--- config.mk ---
export PLATFORM = sky130hd
export DESIGN_NAME = spi_master_param
export DESIGN_NICKNAME = d
export VERILOG_FILES = /design/src/rtl/spi_pkg.sv /design/src/rtl/spi_clk_div.sv /design/src/rtl/spi_master_param.sv
export SDC_FILE = /design/constraint.sdc
export NUM_CORES = 1
export LEC_CHECK = 0
export CAP_MARGIN = 20
export CORE_MARGIN = 2
export CORE_UTILIZATION = 27
export DETAILED_ROUTE_END_ITERATION = 16
export PLACE_DENSITY_LB_ADDON = 0.2
export SETUP_SLACK_MARGIN = 0.2
export SLEW_MARGIN = 25
export SYNTH_ARGS = -nofsm -noshare
export SYNTH_HDL_FRONTEND = slang
export SYNTH_SLANG_ARGS = --single-unit
export TNS_END_PERCENT = 10
--- constraint.sdc ---
create_clock -name clk -period 2.6 [get_ports clk]
set_input_delay 0.39 -clock clk [delete_from_list [all_inputs] [get_ports clk]]
set_output_delay 0.39 -clock clk [all_outputs]
set_load 0.005 [all_outputs]
--- src/rtl/spi_pkg.sv ---
// Shared types for the parametrised SPI master: FSM states and {cpol,cpha} mode encodings.
package spi_pkg;

    typedef enum logic [1:0] {
        StIdle,
        StSetup,
        StXfer,
        StHold
    } spi_state_e;

    localparam logic [1:0] Mode0 = 2'b00;
    localparam logic [1:0] Mode1 = 2'b01;
    localparam logic [1:0] Mode2 = 2'b10;
    localparam logic [1:0] Mode3 = 2'b11;

    // CPHA=0 modes sample on the leading SCLK edge, CPHA=1 modes on the trailing one.
    function automatic logic samples_on_leading(input logic [1:0] mode);
        return (mode == Mode0) || (mode == Mode2);
    endfunction

endpackage

--- src/rtl/spi_clk_div.sv ---
// SCLK half-period divider: counts ClkDiv clk cycles per tick and numbers the SCLK edges.
module spi_clk_div #(
    parameter int unsigned ClkDiv = 4,
    parameter int unsigned EdgeW  = 5
) (
    input  logic             clk_i,
    input  logic             rst_ni,
    input  logic             en_i,
    input  logic             edge_en_i,
    output logic             tick_o,
    output logic [EdgeW-1:0] edge_idx_o
);

    localparam int unsigned CntW = (ClkDiv > 1) ? $clog2(ClkDiv) : 1;

    logic [CntW-1:0]  cnt_q, cnt_d;
    logic [EdgeW-1:0] edge_q, edge_d;

    assign tick_o     = en_i && (cnt_q == CntW'(ClkDiv - 1));
    assign edge_idx_o = edge_q;

    always_comb begin
        cnt_d  = cnt_q;
        edge_d = edge_q;
        if (!en_i || tick_o) begin
            cnt_d = '0;
        end else begin
            cnt_d = cnt_q + 1'b1;
        end
        // Edge index counts completed SCLK edges; it only runs while edges are being produced.
        if (!edge_en_i) begin
            edge_d = '0;
        end else if (tick_o) begin
            edge_d = edge_q + 1'b1;
        end
    end

    always_ff @(posedge clk_i or negedge rst_ni) begin
        if (!rst_ni) begin
            cnt_q  <= '0;
            edge_q <= '0;
        end else begin
            cnt_q  <= cnt_d;
            edge_q <= edge_d;
        end
    end

endmodule

--- src/rtl/spi_master_param.sv ---
// Parametrised full-duplex SPI master: DATA_W-bit words, CLK_DIV divider, modes 0-3, NUM_CS selects.
// Optional build macro SPI_LSB_FIRST_EN adds a per-transfer lsb_first input.
module spi_master_param
    import spi_pkg::*;
#(
    parameter int unsigned DATA_W  = 8,
    parameter int unsigned NUM_CS  = 4,
    parameter int unsigned CLK_DIV = 4,
    parameter int unsigned CS_W    = (NUM_CS > 1) ? $clog2(NUM_CS) : 1
) (
    input  logic              clk,
    input  logic              rst,
    input  logic              start,
    input  logic [DATA_W-1:0] tx_data,
    input  logic [CS_W-1:0]   cs_sel,
    input  logic              cpol,
    input  logic              cpha,
`ifdef SPI_LSB_FIRST_EN
    input  logic              lsb_first,
`endif
    input  logic              miso,
    output logic              sclk,
    output logic              mosi,
    output logic [NUM_CS-1:0] cs_n,
    output logic [DATA_W-1:0] rx_data,
    output logic              busy,
    output logic              done
);

    localparam int unsigned EdgeW = $clog2(2 * DATA_W + 1);

    spi_state_e        state_q, state_d;
    logic              sclk_q, sclk_d;
    logic              mosi_q, mosi_d;
    logic [NUM_CS-1:0] cs_n_q, cs_n_d;
    logic [DATA_W-1:0] rx_data_q, rx_data_d;
    logic              done_q, done_d;
    logic [DATA_W-1:0] tx_sr_q, tx_sr_d;
    logic [DATA_W-1:0] rx_sr_q, rx_sr_d;
    logic [1:0]        mode_q, mode_d;
    logic              lsb_q, lsb_d;

    logic              lsb_start;
    logic [DATA_W-1:0] tx_load;
    logic [DATA_W-1:0] rx_final;
    logic [NUM_CS-1:0] cs_dec;
    logic              tick;
    logic [EdgeW-1:0]  edge_idx;
    logic              leading;
    logic              last_edge;

`ifdef SPI_LSB_FIRST_EN
    assign lsb_start = lsb_first;
`else
    assign lsb_start = 1'b0;
`endif

    spi_clk_div #(
        .ClkDiv (CLK_DIV),
        .EdgeW  (EdgeW)
    ) u_clk_div (
        .clk_i      (clk),
        .rst_ni     (rst),
        .en_i       (state_q != StIdle),
        .edge_en_i  (state_q == StXfer),
        .tick_o     (tick),
        .edge_idx_o (edge_idx)
    );

    // Edge number is edge_idx+1; odd numbers are leading edges.
    assign leading   = ~edge_idx[0];
    assign last_edge = (edge_idx == EdgeW'(2 * DATA_W - 1));

    // LSB-first is handled by bit-reversing on load and unload, so the shifter is always MSB-first.
    always_comb begin
        tx_load  = tx_data;
        rx_final = rx_sr_q;
        for (int i = 0; i < int'(DATA_W); i++) begin
            if (lsb_start) begin
                tx_load[i] = tx_data[DATA_W-1-i];
            end
            if (lsb_q) begin
                rx_final[i] = rx_sr_q[DATA_W-1-i];
            end
        end
    end

    // Out-of-range selects decode to no active chip select.
    always_comb begin
        cs_dec = '1;
        for (int i = 0; i < int'(NUM_CS); i++) begin
            if (32'(cs_sel) == 32'(i)) begin
                cs_dec[i] = 1'b0;
            end
        end
    end

    always_comb begin
        state_d   = state_q;
        sclk_d    = sclk_q;
        mosi_d    = mosi_q;
        cs_n_d    = cs_n_q;
        rx_data_d = rx_data_q;
        done_d    = 1'b0;
        tx_sr_d   = tx_sr_q;
        rx_sr_d   = rx_sr_q;
        mode_d    = mode_q;
        lsb_d     = lsb_q;

        unique case (state_q)
            StIdle: begin
                if (start) begin
                    mode_d  = {cpol, cpha};
                    lsb_d   = lsb_start;
                    sclk_d  = cpol;
                    cs_n_d  = cs_dec;
                    rx_sr_d = '0;
                    state_d = StSetup;
                    // CPHA=0 presents the first bit during setup; CPHA=1 drives it on edge 1.
                    if (samples_on_leading({cpol, cpha})) begin
                        mosi_d  = tx_load[DATA_W-1];
                        tx_sr_d = {tx_load[DATA_W-2:0], 1'b0};
                    end else begin
                        tx_sr_d = tx_load;
                    end
                end
            end
            StSetup: begin
                if (tick) begin
                    state_d = StXfer;
                end
            end
            StXfer: begin
                if (tick) begin
                    sclk_d = ~sclk_q;
                    if (leading == samples_on_leading(mode_q)) begin
                        rx_sr_d = {rx_sr_q[DATA_W-2:0], miso};
                    end else if (!last_edge) begin
                        mosi_d  = tx_sr_q[DATA_W-1];
                        tx_sr_d = {tx_sr_q[DATA_W-2:0], 1'b0};
                    end
                    if (last_edge) begin
                        state_d = StHold;
                    end
                end
            end
            StHold: begin
                if (tick) begin
                    cs_n_d    = '1;
                    rx_data_d = rx_final;
                    done_d    = 1'b1;
                    state_d   = StIdle;
                end
            end
            default: state_d = StIdle;
        endcase
    end

    always_ff @(posedge clk or negedge rst) begin
        if (!rst) begin
            state_q   <= StIdle;
            sclk_q    <= 1'b0;
            mosi_q    <= 1'b0;
            cs_n_q    <= '1;
            rx_data_q <= '0;
            done_q    <= 1'b0;
            tx_sr_q   <= '0;
            rx_sr_q   <= '0;
            mode_q    <= Mode0;
            lsb_q     <= 1'b0;
        end else begin
            state_q   <= state_d;
            sclk_q    <= sclk_d;
            mosi_q    <= mosi_d;
            cs_n_q    <= cs_n_d;
            rx_data_q <= rx_data_d;
            done_q    <= done_d;
            tx_sr_q   <= tx_sr_d;
            rx_sr_q   <= rx_sr_d;
            mode_q    <= mode_d;
            lsb_q     <= lsb_d;
        end
    end

    assign sclk    = sclk_q;
    assign mosi    = mosi_q;
    assign cs_n    = cs_n_q;
    assign rx_data = rx_data_q;
    assign done    = done_q;
    assign busy    = (state_q != StIdle);

endmodule

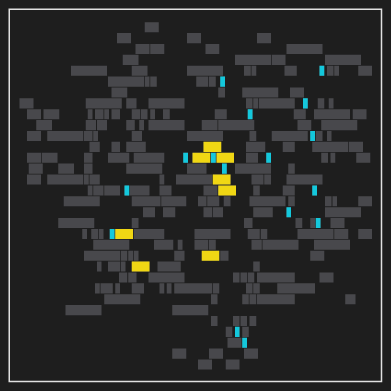
Run 1: selected gate families
Drawn at 4 px/um.
- inv cells: cyan (cells 16)
- fa/ha/maj cells: yellow (cells 8; where middle)
Layout Cells excl Fill: 331
logic share of the area: 37.0%
Top cell excl fill/tap: dfrtp_1

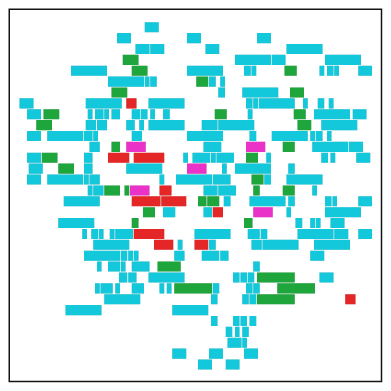
Run 1: cell sizes after repair
Drawn at 4 px/um.
- x2: green (cells 31; share 14%)
- x6 and larger: magenta (cells 5; share 2.2%)
- x3 and x4: red (cells 11; share 4.8%)
- x1 and smaller: cyan (cells 182; share 79%)

==> results.cfg, run 1 <==
; flow metrics
[setup_path]
worst_r2r_path_depth = 7
path_class = flop to output port
cp-start-kind = flop
worst-endpoint-required_ps = 2210
worstPathArrival_ps = 1810

[global_routing]
grt_max_degree = 42
grt.overflow.total = 0
grt_antenna_before_repair = 0
grt_pass1_vias = 1441

[detailed_routing]
dr.pass1.iters = 4
drc = 0
detail-route-antenna-nets = 0
routed-via-count = 1477
avgViaCountPerCell = 4.46

[sta]
rsz0062_at_grt = false
finalHoldViolCount = 0
tightest_slew_ps = 534
final.setup.tns_ps = 0
max_freq_ghz = 0.454
setup_viol = 0
fin_crit_ps = 2200
maxSlewViolCount = 0

[synthesis]
synthesis.area_sq_um = 2120
syn_inst = 200
avgSynthCellArea_sq_um = 10.6
ys_warn_count = 0

[clock_network]
clockBufferDepth = 2
cts_setup_buffers = 0
htreeDepth = 2
clk_latency_ps = 290
cts_tree = done
cts_sinks = 41
clockRootBuffer = clkbuf_8
ctsHoldBuffers = 0

[cells_and_area]
lay_top_cells = 37 x dfrtp_1, 30 x clkdlybuf4s50_1, 16 x nand2_1
antenna_cells = 0
area_growth_pct = 21.0
finalNetCount = 252

[placed_design]
preCtsSetupSlack_ps = 526
dp.cells = 323

[floorplan]
core_sq_um = 7690
io_pins = 32
rows = 32
die_y_um = 92.7
die_w_um = 92.7
chip_area_sq_um = 8590

[run]
cap_violations = 0

[status]
outcome = finished clean

[power]
ir_worst_vdd_mv = 0.290
p_leak_uw = 0.00108
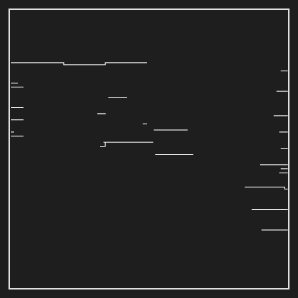
Run 1: the metal 3 layer
Drawn at 3 px/um.
- wire length on this layer: 180 um
- nets with wire on the layer: 21
- main direction: horizontal
- longest straight run: 17.5 um
- share of all routed wire: 4.4%

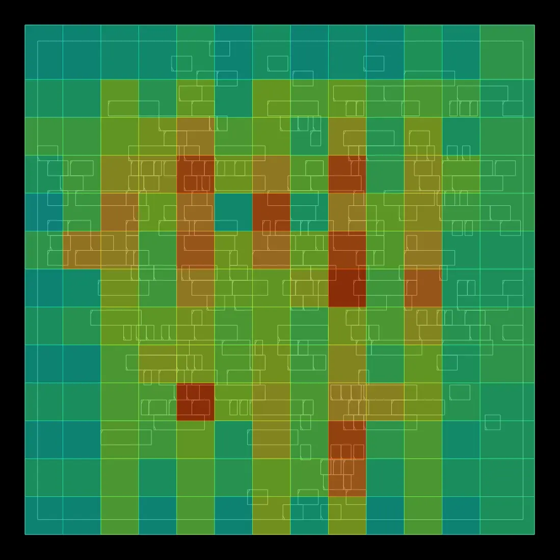
Run 1: routing congestion map
drt wl/cell: 12.4 um
routing usage on met2: 17.2%
met1 Resource Use GR: 13.8%

==> run 1: stage by stage <==
stage	hold WS (ps)	utilization, %	cell area (sq um)
floorplan	94.4	-	2120
global placement	432	32.3	2480
global route	128	33.4	2570
detailed placement	435	32.3	2480
CTS	277	33.4	2570
finish	76.5	33.4	2570
==> run 1: worst paths after layout <==
path / start / endpoint
worst max-delay path: state_q[0] / busy
worst min-delay path: rst / u_clk_div.cnt_q[1]
worst max register to register: u_clk_div.edge_idx_o[0] / mosi
worst min register to register: u_clk_div.cnt_q[0] / u_clk_div.cnt_q[0]
max in group asynchronous: rst / cs_n[0]
min in group clk: u_clk_div.cnt_q[0] / u_clk_div.cnt_q[0]
==> run 1: synth_stat cells, drive strengths merged <==
cell type / number / share of area, %
and3: 2 / 0.59
xor2: 2 / 0.82
o22ai: 7 / 2.1
nand2: 18 / 3.4
a211oi: 7 / 2.5
nor2: 13 / 2.4
nor3: 3 / 0.71
a31o: 1 / 0.82
xnor2: 3 / 1.6
and3b: 1 / 0.41
inv: 16 / 2.8
dfrtp: 37 / 44
nand3b: 1 / 0.94
nand3: 10 / 2.8
buf: 8 / 3.4
and2: 1 / 0.41
dfstp: 4 / 4.9
nor4: 1 / 1.0
a21oi: 12 / 3.0
mux2: 10 / 5.5
a22oi: 1 / 1.0
o21ai: 24 / 7.1
ha: 8 / 4.7
nand4: 1 / 0.29
nand2b: 2 / 0.94
nor3b: 1 / 0.35
o32a: 1 / 0.47
clkbuf: 3 / 0.53
and2b: 2 / 0.88
==> run 1: worst max-delay path, stage by stage, from the launching register on <==
cell and delay [ps]:
dfrtp_1 420, inv_1 120, ha_1 420, inv_1 110
clkdlybuf4s50_1 460
==> run 1: where the power goes <==
| group | total [uW] | switching (uW) | internal [uW] | leakage [uW] |
|---|---|---|---|---|
| registers | 1070 | 154 | 913 | 0.000519 |
| clock network | 417 | 231 | 186 | 0.0000439 |
| logic | 1140 | 575 | 564 | 0.000515 |
| total | 2620 | 961 | 1660 | 0.00108 |
==> run 1: flip-flops by register name, indices dropped and copies added, names as in the netlist <==
| signal | cells |
|---|---|
| rx_sr_q | 8 |
| cs_n | 4 |
| mode_q | 1 |
| sclk | 1 |
| state_q | 2 |
| done | 1 |
| tx_sr_q | 8 |
| mosi | 1 |
| u_clk_div.edge_idx_o | 5 |
| rx_data | 8 |
| u_clk_div.cnt_q | 2 |
==> run 1: area by class of cell <==
class | count | area, sq um | share of cell area, %
clock buffers | 5 | 68.8 | 2.68
clock inverters | 3 | 17.5 | 0.682
inverters | 16 | 60.1 | 2.34
multi-input cells | 132 | 950 | 37.0
flip-flops and latches | 41 | 1030 | 40.1
well taps | 102 | 128 | 4.97
repair buffers | 32 | 315 | 12.3
==> run 1: kinds of logic after synthesis <==
kind of cell	synth area share, %
compound gates	16.9
xor+xnor	2.42
fa+ha+maj	4.71
buf+inv	6.77
flops	48.5
mux	5.48
simple gates	15.2
==> run 1: layer usage <==
layer / global-route usage, % / vias to the layer above / routed length (um)
met2: 17.2 / 27 / 1890
met3: 2.60 / 4 / 179
li1: - / 744 / -
met1: 13.8 / 702 / 2010
met4: 2.57 / 0 / 29
met5: 0 / - / 0
## Run 2: what changed since run 1
==> constraint.sdc (replaced) <==
create_clock -name clk -period 2.05 [get_ports clk]
set_input_delay 0.3075 -clock clk [delete_from_list [all_inputs] [get_ports clk]]
set_output_delay 0.3075 -clock clk [all_outputs]
set_load 0.005 [all_outputs]
==> run 2 against run 1 <==
Synthesized cell count is the same. Combinational power grew 46%. Largest cell class unchanged. Synthesized area is the same. Clock-buffer cell count is the same. Sequential power grew 25%. Largest power group unchanged. Clock power grew 92%. Setup slack lost 170 ps. Sequential cell count is the same.
==> results.cfg, run 2 <==
; flow metrics
[setup_path]
timing.rr.start = u_clk_div.edge_idx_o[1]
worstPathArrival_ps = 2020
worst-endpoint-required_ps = 2250
rr_endpoint = mosi
crit_chain = ha_2, and3_4, ha_4, and2b_2, nand3b_4, a22oi_4, mux2_4
cp_slowest_cell = dfrtp_1
crit_path_max_incr_delay_ps = 400
critPathBufInv = 0
worst_r2r_path_depth = 7

[detailed_routing]
routed.top_layer = met4
dr.pass1.iters = 4
avgViaCountPerCell = 4.40
wl_met1_um = 1990
wl_met2_um = 1880
detail-route-antenna-nets = 0
met3_length_um = 196

[sta]
rsz0062_at_grt = true
fin_crit_ps = 1820
fin_hold_ws_ps = 66.0
max_freq_ghz = 0.549
finalHoldViolCount = 0
final.setup.tns_ps = 0
tightest_slew_ps = 530
maxSlewViolCount = 0

[floorplan]
core_sq_um = 7690
io_pins = 32
die_y_um = 92.7
die_w_um = 92.7
rows = 32

[power]
internal-power_uw = 2510
p_leak_uw = 0.00118
ir_worst_vdd_mv = 0.393
swShare_pct = 34.0
power_switching_uw = 1300

[clock_network]
cts_tree = done
clockBufferDepth = 2
htreeDepth = 2
cts_sinks = 41
clockRootBuffer = clkbuf_8
clk_latency_ps = 300

[synthesis]
avgSynthCellArea_sq_um = 10.6
synth_top_cell_by_area = dfrtp_1
synthesis.area_sq_um = 2120
syn_inst = 200
synthTopCellsByCount = 37 x dfrtp_1, 16 x nand2_1, 15 x inv_1
topCellsByArea = dfrtp_1 44%, dfstp_2 4.9%, ha_1 4.7%
ff_type = dfrtp_1
ys_warn_count = 0
yosysMostFrequentCell = dfrtp_1

[global_routing]
grt_max_degree = 42
grt_antenna_before_repair = 0
grt.overflow.total = 0
grt_pass1_vias = 1507

[cells_and_area]
instances_no_fill = 345
final-seq-area_sq_um = 1030
area_growth_pct = 31.3
finalNetCount = 266
lay_top_cells = 37 x dfrtp_1, 29 x clkdlybuf4s50_1, 16 x nand2_1
logic_area_sq_um = 990
antenna_cells = 0

[status]
outcome = finished clean

[placed_design]
dp.cells = 330

[run]
cap_violations = 0
[run 2: cell counts after synthesis]
Identical to the previous run, type by type.
[run 2: routing by layer]
metal | vias up | global-route usage, %
met5 | - | 0
met4 | 0 | 3.31
met3 | 4 | 4.15
met2 | 25 | 17.1
met1 | 714 | 13.6
li1 | 775 | -
[run 2: worst max path at each step]
stage	startpoint	endpoint	slack [ps]	cells after the start
after CTS	state_q[1]	mosi	150	8
after global routing	u_clk_div.edge_idx_o[1]	mosi	160	7
after detailed placement	state_q[0]	tx_sr_q[2]	200	6
after floorplan	u_clk_div.edge_idx_o[0]	mosi	160	7
final	u_clk_div.edge_idx_o[1]	mosi	230	7
after global placement	state_q[0]	tx_sr_q[4]	210	6
[run 2: cells by family (layout without fill, tap and decap cells)]
group	Yosys count	after routing	synth area share (%)
AOI/OAI and AO/OA	53	53	16.9
xor gates and xnor gates	5	5	2.42
adders and majority gates	8	8	4.71
buffers and inverters	27	70	6.77
DFF	41	41	48.5
muxes	10	10	5.48
and+or+nand+nor	56	56	15.2
[run 2: worst reg2reg max path: stages, from the launching register on]
cell and delay [ps]:
dfrtp_1 400, ha_2 180, and3_4 180, ha_4 160, and2b_2 240, nand3b_4 90
a22oi_4 150, mux2_4 310
[run 2: power by group through the flow]
stage,registers [uW],clock network (uW),logic (uW)
final,1340,802,1660
after global routing,1390,862,1860
after CTS,1350,826,1600
after detailed placement,1370,0,1520
after global placement,1370,0,1500
after floorplan,1340,0,1030
[run 2: area by class of cell]
cell class / instances / share of cell area (%)
clock buffers: 5 / 2.47
clock inverters: 3 / 2.47
inverters: 16 / 2.24
multi-input cells: 132 / 35.5
flip-flops and latches: 41 / 37.0
well taps: 102 / 4.58
repair buffers: 46 / 15.8
[run 2: through the flow]
| step | cell area, sq um | utilization, % |
|---|---|---|
| after detailed placement | 2540 | 33.0 |
| after global placement | 2540 | 33.0 |
| final | 2790 | 36.3 |
| after floorplan | 2130 | - |
| after global routing | 2790 | 36.3 |
| after CTS | 2710 | 35.3 |
[run 2: repair_timing]
action	CTS	global route
resized	5	8
setup endpoints to repair	7	26
hold buffers	0	0
pin swaps	1	5
setup buffers	4	3
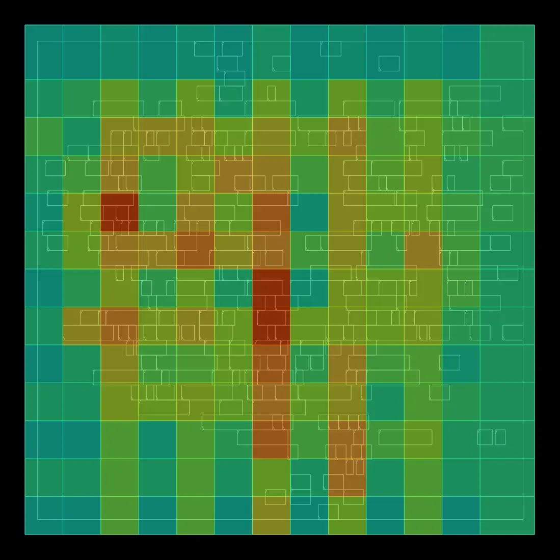
Run 2: routing congestion map
GR Util met3: 4.15%
drt wl/cell: 12.0 um
GR Util All Layers: 10.8%
met1 Resource Use GR: 13.6%

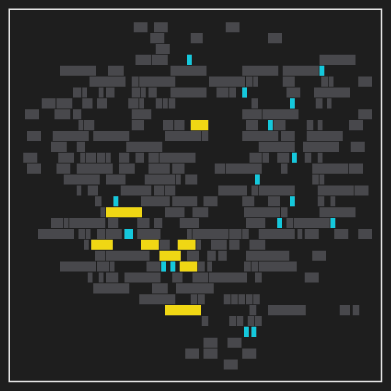
Run 2: selected gate families
Drawn at 4 px/um.
- fa/ha/maj cells: yellow (cells 8)
- inv cells: cyan (cells 16)

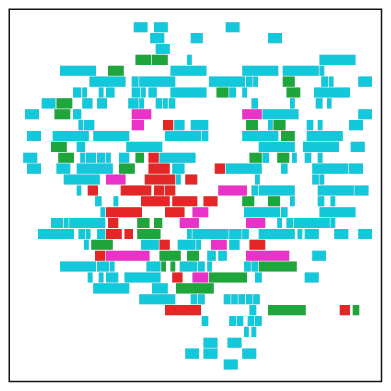
Run 2: cell sizes after repair
Drawn at 4 px/um.
- x3 and x4: red (cells 24; share 9.9%)
- x2: green (cells 32; share 13%)
- x6 and larger: magenta (cells 12; share 4.9%)
- x1 and smaller: cyan (cells 175; share 72%)

## Run 3: what changed since run 2
--- a/config.mk
+++ b/config.mk
@@ -11,6 +11,7 @@
 export DETAILED_ROUTE_END_ITERATION = 16
 export PLACE_DENSITY_LB_ADDON = 0.2
 export SETUP_SLACK_MARGIN = 0.2
+export SKIP_CTS_REPAIR_TIMING = 1
 export SLEW_MARGIN = 25
 export SYNTH_ARGS = -nofsm -noshare
 export SYNTH_HDL_FRONTEND = slang
==> run 3 against run 2 <==
Clock skew about the same. Synthesized area did not move. Register-to-register slack is essentially flat. Clock power is 1% lower. Clock-buffer cell count unchanged. Wire length shrank 0.39%. Combinational power decreased by 6%. Setup slack got worse by 2.2 ps.
==> results.cfg, run 3 <==
; flow metrics
[sta]
fin_crit_ps = 1820
rsz0062_at_grt = true
max_freq_ghz = 0.548
setup_viol = 0
finalHoldViolCount = 0
tightest_slew_ps = 529
fin_hold_ws_ps = 74.7
maxSlewViolCount = 0
final.setup.tns_ps = 0

[floorplan]
die_w_um = 92.7
rows = 32
core_sq_um = 7690
io_pins = 32
die_y_um = 92.7
initial_utilization_pct = 27.6

[clock_network]
cts_buffers = 5
clockRootBuffer = clkbuf_8
htreeDepth = 2
cts_tree = done
clk_latency_ps = 300
clockBufferDepth = 2
clkTransAtPathRegs_ps = 90
cts_sinks = 41

[global_routing]
grt.overflow.total = 0
grt_max_degree = 42
grt_pass1_vias = 1480
grt_antenna_before_repair = 0

[synthesis]
synthTopCellsByCount = 37 x dfrtp_1, 16 x nand2_1, 15 x inv_1
synthesis.area_sq_um = 2120
topCellsByArea = dfrtp_1 44%, dfstp_2 4.9%, ha_1 4.7%
yosysMostFrequentCell = dfrtp_1
avgSynthCellArea_sq_um = 10.6
syn_inst = 200
yosys_cells = 200
ff_type = dfrtp_1
synth_top_cell_by_area = dfrtp_1
ys_warn_count = 0

[setup_path]
rr_endpoint = mosi
worstPathArrival_ps = 2020
crit_chain = ha_2, and3_1, ha_2, and2b_2, nand3b_4, a22oi_4, mux2_4
crit_path_max_incr_delay_ps = 400
timing.rr.start = u_clk_div.edge_idx_o[1]
worst_r2r_path_depth = 7
worst-endpoint-required_ps = 2240
cp_slowest_cell = dfrtp_1

[cells_and_area]
finalNetCount = 263
antenna_cells = 0
lay_top_cells = 37 x dfrtp_1, 29 x clkdlybuf4s50_1, 16 x nand2_1

[detailed_routing]
drc = 0
avgViaCountPerCell = 4.42
detail-route-antenna-nets = 0
avgRoutedWirePerCell_um = 12.0
dr.pass1.iters = 5

[power]
p_leak_uw = 0.00115
ir_worst_vdd_mv = 0.389

[placed_design]
place_area_sq_um = 2540

[status]
outcome = finished clean

[run]
cap_violations = 0
run 3: worst max-delay path, delay by kind of cell (launching register included):
family	cells	cell delay [ps]
mux	1	310
compound gates	1	130
simple gates	3	510
fa+ha+maj	2	370
flops	1	400
run 3: final cells by class:
type / instances / area [sq um]
inverters: 16 / 60.1
fillers: 801 / 4960
multi-input cells: 132 / 970
repair buffers: 43 / 398
flip-flops and latches: 41 / 1030
well taps: 102 / 128
clock buffers: 5 / 68.8
clock inverters: 3 / 68.8
run 3: cells by family (layout without fill, tap and decap cells):
kind of cell,count (synthesis),after routing,share of synthesized area [%]
flip-flops,41,41,48.5
adder cells (fa/ha/maj),8,8,4.71
buffers and inverters,27,67,6.77
multiplexers,10,10,5.48
XOR/XNOR,5,5,2.42
AND-OR/OR-AND,53,53,16.9
AND/OR/NAND/NOR,56,56,15.2
run 3: power breakdown:
group,leakage (uW),switching [uW],internal (uW)
clock network,0.0000687,302,490
logic,0.000564,764,794
registers,0.000519,190,1160
total,0.00115,1260,2440
run 3: worst max-delay path by stage:
stage	startpoint	endpoint	slack, ps	depth (start not counted)
2_1_floorplan	u_clk_div.edge_idx_o[0]	mosi	160	7
3_3_place_gp	state_q[0]	tx_sr_q[4]	210	6
3_5_place_dp	state_q[0]	tx_sr_q[2]	200	6
4_1_cts	state_q[0]	busy	-60	5
5_1_grt	u_clk_div.edge_idx_o[1]	mosi	150	7
6_report	u_clk_div.edge_idx_o[1]	mosi	230	7
run 3: layer usage:
layer,GRT usage [%],part of all wire (%),routed length (um),vias to the layer above
met3,4.15,4.7,194,4
met1,13.5,49,2000,704
met5,0,0,0,-
met2,16.5,46,1880,29
li1,-,-,-,773
met4,3.31,1.0,43,0
run 3: per-stage QoR:
step	cells	total power, uW
floorplan	200	2370
global placement	330	2870
detailed placement	330	2890
CTS	338	3700
global route	342	4020
finish	342	3700
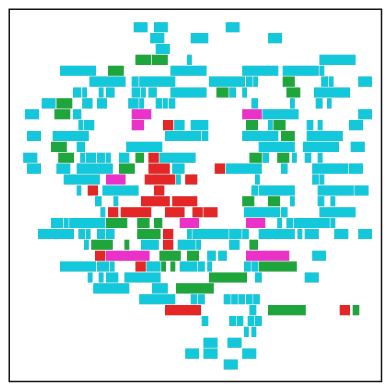
Run 3: cell sizes after repair
Drawn at 4 px/um.
- x2: green (cells 35; share 15%)
- x1 and smaller: cyan (cells 176; share 73%)
- x6 and larger: magenta (cells 8; share 3.3%)
- x3 and x4: red (cells 21; share 8.8%)
setup ws final: 225 ps
bufs w/o clock: 43
Layout Cell Area excl Fill: 2720 sq um
Synth-to-Final Area Change: 28.2%

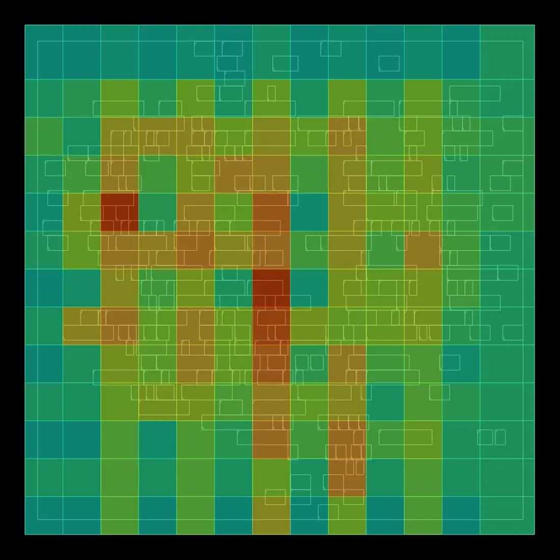
Run 3: routing congestion map
routing usage on met2: 16.5%
met1 Resource Use GR: 13.5%
GR Util All Layers: 10.6%
utilization after layout: 35.4%

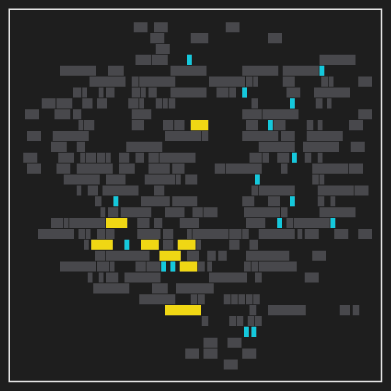
Run 3: selected gate families
Drawn at 4 px/um.
- fa/ha/maj cells: yellow (cells 8)
- inv cells: cyan (cells 16)
Layout Cells excl Fill: 342
logic share of the area: 35.6%

Power and IR drop assume default switching activity.
